`config.mk`:
```
export PLATFORM = sky130hd
export DESIGN_NAME = alu_issue_queue
export DESIGN_NICKNAME = d
export VERILOG_FILES = /design/src/rtl/alu_issue_queue.sv
export SDC_FILE = /design/constraint.sdc
export NUM_CORES = 1
export LEC_CHECK = 0
export CAP_MARGIN = 20
export CORE_MARGIN = 3
export CORE_UTILIZATION = 45
export DETAILED_ROUTE_END_ITERATION = 6
export PLACE_DENSITY = 0.69
export SKIP_CTS_REPAIR_TIMING = 1
export SLEW_MARGIN = 20
export SYNTH_ARGS = -nofsm -noshare
export SYNTH_HDL_FRONTEND = slang
export SYNTH_SLANG_ARGS = --single-unit
```
`constraint.sdc`:
```
create_clock -name clk -period 4.7 [get_ports clk]
set_clock_uncertainty 0.15 [all_clocks]
set_input_delay 0.94 -clock clk [delete_from_list [all_inputs] [get_ports clk]]
set_output_delay 0.94 -clock clk [all_outputs]
set_load 0.005 [all_outputs]
```
`src/rtl/alu_issue_queue.sv`:
```
// rtl/alu_issue_queue.sv - request FIFO feeding an external 8-bit ALU with a registered, backpressured result
module alu_issue_queue #(
    parameter int DEPTH = 4,
    parameter int AW    = 2
) (
    input  logic          clk,
    input  logic          rst_n,
    input  logic          in_valid,
    output logic          in_ready,
    input  logic [7:0]    in_a,
    input  logic [7:0]    in_b,
    input  logic [2:0]    in_sel,
    output logic [7:0]    alu_a,
    output logic [7:0]    alu_b,
    output logic [2:0]    alu_sel,
    input  logic [7:0]    alu_out,
    input  logic          alu_cout,
    output logic          res_valid,
    input  logic          res_ready,
    output logic [7:0]    res_data,
    output logic          res_cout,
    output logic          res_zero,
    output logic          res_dbz,
    output logic [AW:0]   level
);

    localparam logic RES_EMPTY = 1'b0;
    localparam logic RES_FULL  = 1'b1;
    localparam logic [AW:0] LEVEL_MAX = (AW+1)'(DEPTH);

    logic [7:0]    q_a   [0:DEPTH-1];
    logic [7:0]    q_b   [0:DEPTH-1];
    logic [2:0]    q_sel [0:DEPTH-1];
    logic [AW-1:0] wr_ptr;
    logic [AW-1:0] rd_ptr;
    logic          res_state;
    logic          empty;
    logic          push;
    logic          can_issue;

    assign empty     = (level == '0);
    assign in_ready  = (level != LEVEL_MAX);
    assign push      = in_valid && in_ready;
    assign res_valid = (res_state == RES_FULL);
    assign can_issue = !empty && (!res_valid || res_ready);

    // Idle ALU inputs are forced to zero so the ALU sees a quiet operand set.
    assign alu_a   = empty ? 8'd0 : q_a[rd_ptr];
    assign alu_b   = empty ? 8'd0 : q_b[rd_ptr];
    assign alu_sel = empty ? 3'd0 : q_sel[rd_ptr];

    // Storage is deliberately not reset; pointers and level define validity.
    always_ff @(posedge clk) begin
        if (push) begin
            q_a[wr_ptr]   <= in_a;
            q_b[wr_ptr]   <= in_b;
            q_sel[wr_ptr] <= in_sel;
        end
    end

    always_ff @(posedge clk or negedge rst_n) begin
        if (!rst_n) begin
            wr_ptr <= '0;
            rd_ptr <= '0;
            level  <= '0;
        end else begin
            if (push) begin
                wr_ptr <= wr_ptr + 1'b1;
            end
            if (can_issue) begin
                rd_ptr <= rd_ptr + 1'b1;
            end
            case ({push, can_issue})
                2'b10:   level <= level + 1'b1;
                2'b01:   level <= level - 1'b1;
                default: level <= level;
            endcase
        end
    end

    always_ff @(posedge clk or negedge rst_n) begin
        if (!rst_n) begin
            res_state <= RES_EMPTY;
            res_data  <= 8'd0;
            res_cout  <= 1'b0;
            res_zero  <= 1'b0;
            res_dbz   <= 1'b0;
        end else begin
            case (res_state)
                RES_EMPTY: begin
                    if (can_issue) begin
                        res_state <= RES_FULL;
                    end
                end
                RES_FULL: begin
                    if (res_ready && !can_issue) begin
                        res_state <= RES_EMPTY;
                    end
                end
                default: res_state <= RES_EMPTY;
            endcase
            if (can_issue) begin
                res_data <= alu_out;
                res_cout <= alu_cout;
                res_zero <= (alu_out == 8'd0);
                res_dbz  <= (alu_sel == 3'b011) && (alu_b == 8'd0);
            end
        end
    end

endmodule
```
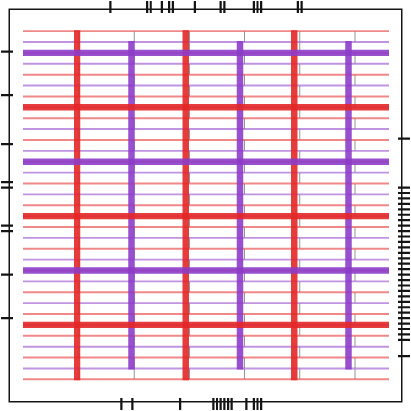
(images/pdn.png)
Drawn at 4 px/um. Pins as bars on the die edge. Tap cells in grey.
Red shows VSS. Purple shows VDD.
6 straps on met5. 33 met1 rails follow the rows. 102 tap cells.

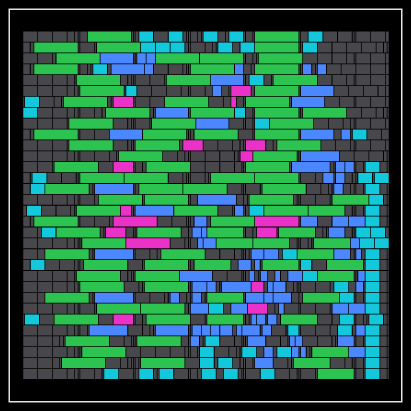
(images/cell_classes.png)
Drawn at 4 px/um. Fill, decap, tap and diode cells in grey.
Magenta shows clock drivers and dummy loads, cells 16, share of their area 5.2%. Green shows flip-flops, cells 95, share of their area 59%. Cyan shows other buffers and delay cells, cells 70, share of their area 15%. Blue shows all other logic, cells 91, share of their area 21%.
flop share of the area: 57.2%
Util after Layout: 60.5%

==> impl_metrics.ini <==
; yosys + openroad results
[run_status]
status = finished clean

[worst_setup_path]
worst-path-stages = 4
cp-startpoint = rd_ptr[0]
crit_slowest_cell = dfrtp_1

[sta]
worst_slack_ns = 0.996
whs_ns = 0.361

[cts]
clkTransAtPathRegs_ns = 0.09

[run]
warnings = 29
cap_violations = 0

[global_routing]
grt_max_degree = 22
met2_usage_pct = 23.6
antenna_found_initial = 0
grt_pass1_vias = 1980
top_usage_layer = met2

[hold_path]
worstHoldEndpoint = res_data[1]
min_path_type = flop to flop

[routing]
drc = 0
detail-route-antenna-nets = 0

[floorplanning]
fp.dieW_um = 97.8
fp-utilization_pct = 47.6
die_y_um = 97.8

[finish]
n_antenna_cell = 0

[pwr]
p_clk_share_pct = 21.3
intPower_uw = 2130

[logic_synthesis]
ys_seq_share_pct = 72.8

[place]
hpwl_um = 4420
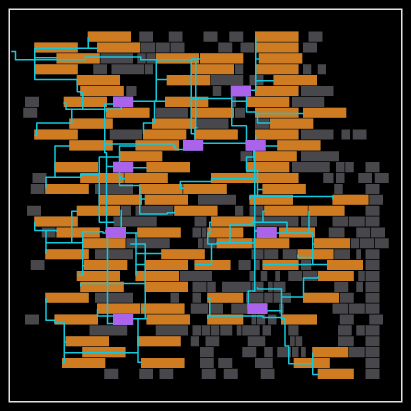
(images/clock_map.png)
Drawn at 4 px/um.
Orange shows flip-flops, count 95. Cyan shows clock wires, length 980 um. Purple shows cells driving clock nets, count 9.
Position of the flops: all over the die. There are 10 routed clock nets.

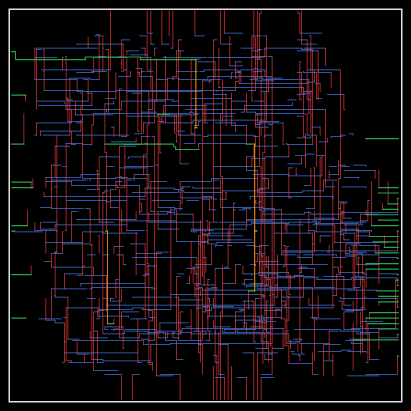
(images/metal_stack.png)
Drawn at 4 px/um.
Orange shows met4, wire length 76.8 um. Green shows met3, wire length 251 um. Blue shows met1, wire length 3040 um. Red shows met2, wire length 3280 um.
total track usage: 14.7%
Via Count: 1925
drt total wl: 6650 um
Routed WL per cell: 17.8 um

-- cells in the mapped netlist, types with 3 or more instances --
| master | instances | area (um2) |
|---|---|---|
| mux4_2 | 11 | 248 |
| nor2b_1 | 20 | 125 |
| mux2_2 | 10 | 113 |
| ha_1 | 5 | 62.6 |
| dfrtp_1 | 19 | 475 |
| mux4_1 | 8 | 210 |
| and3_1 | 4 | 25.0 |
| inv_1 | 9 | 33.8 |
| edfxtp_1 | 76 | 2280 |
| xor2_1 | 3 | 26.3 |
| clkbuf_1 | 4 | 15.0 |
| xnor2_1 | 3 | 26.3 |
-- through the flow --
stage	std cells	cell area [um2]	total power [uW]
global route	374	4820	3110
finish	374	4820	2940
global placement	358	4580	2340
detailed placement	358	4580	2360
floorplan	193	3790	1800
CTS	374	4820	2980
-- power by group through the flow --
stage | registers (uW) | logic (uW) | clock network [uW]
3_5_place_dp | 1280 | 1080 | 0
6_report | 1250 | 1060 | 626
4_1_cts | 1260 | 1080 | 641
3_3_place_gp | 1270 | 1070 | 0
2_1_floorplan | 1200 | 596 | 0
5_1_grt | 1280 | 1150 | 680
-- state kept, by name, indices dropped and copies added (netlist names), 2 cells and up --
register  cells
q_sel        12
res_data      8
wr_ptr        2
level         3
q_b          32
rd_ptr        2
q_a          32
-- final cells by class --
| cell class | count | area [um2] | share of cell area, % |
|---|---|---|---|
| clock buffers | 9 | 124 | 2.57 |
| clock inverters | 7 | 119 | 2.47 |
| inverters | 9 | 33.8 | 0.701 |
| multi-input cells | 82 | 967 | 20.1 |
| flip-flops and latches | 95 | 2760 | 57.2 |
| well taps | 102 | 128 | 2.65 |
| repair buffers | 70 | 691 | 14.3 |
-- layer usage --
metal / part of all wire [%] / wire length (um)
met3: 3.8 / 251
met2: 49 / 3280
met5: 0 / 0
met1: 46 / 3040
met4: 1.1 / 76
Power and IR drop assume default switching activity.
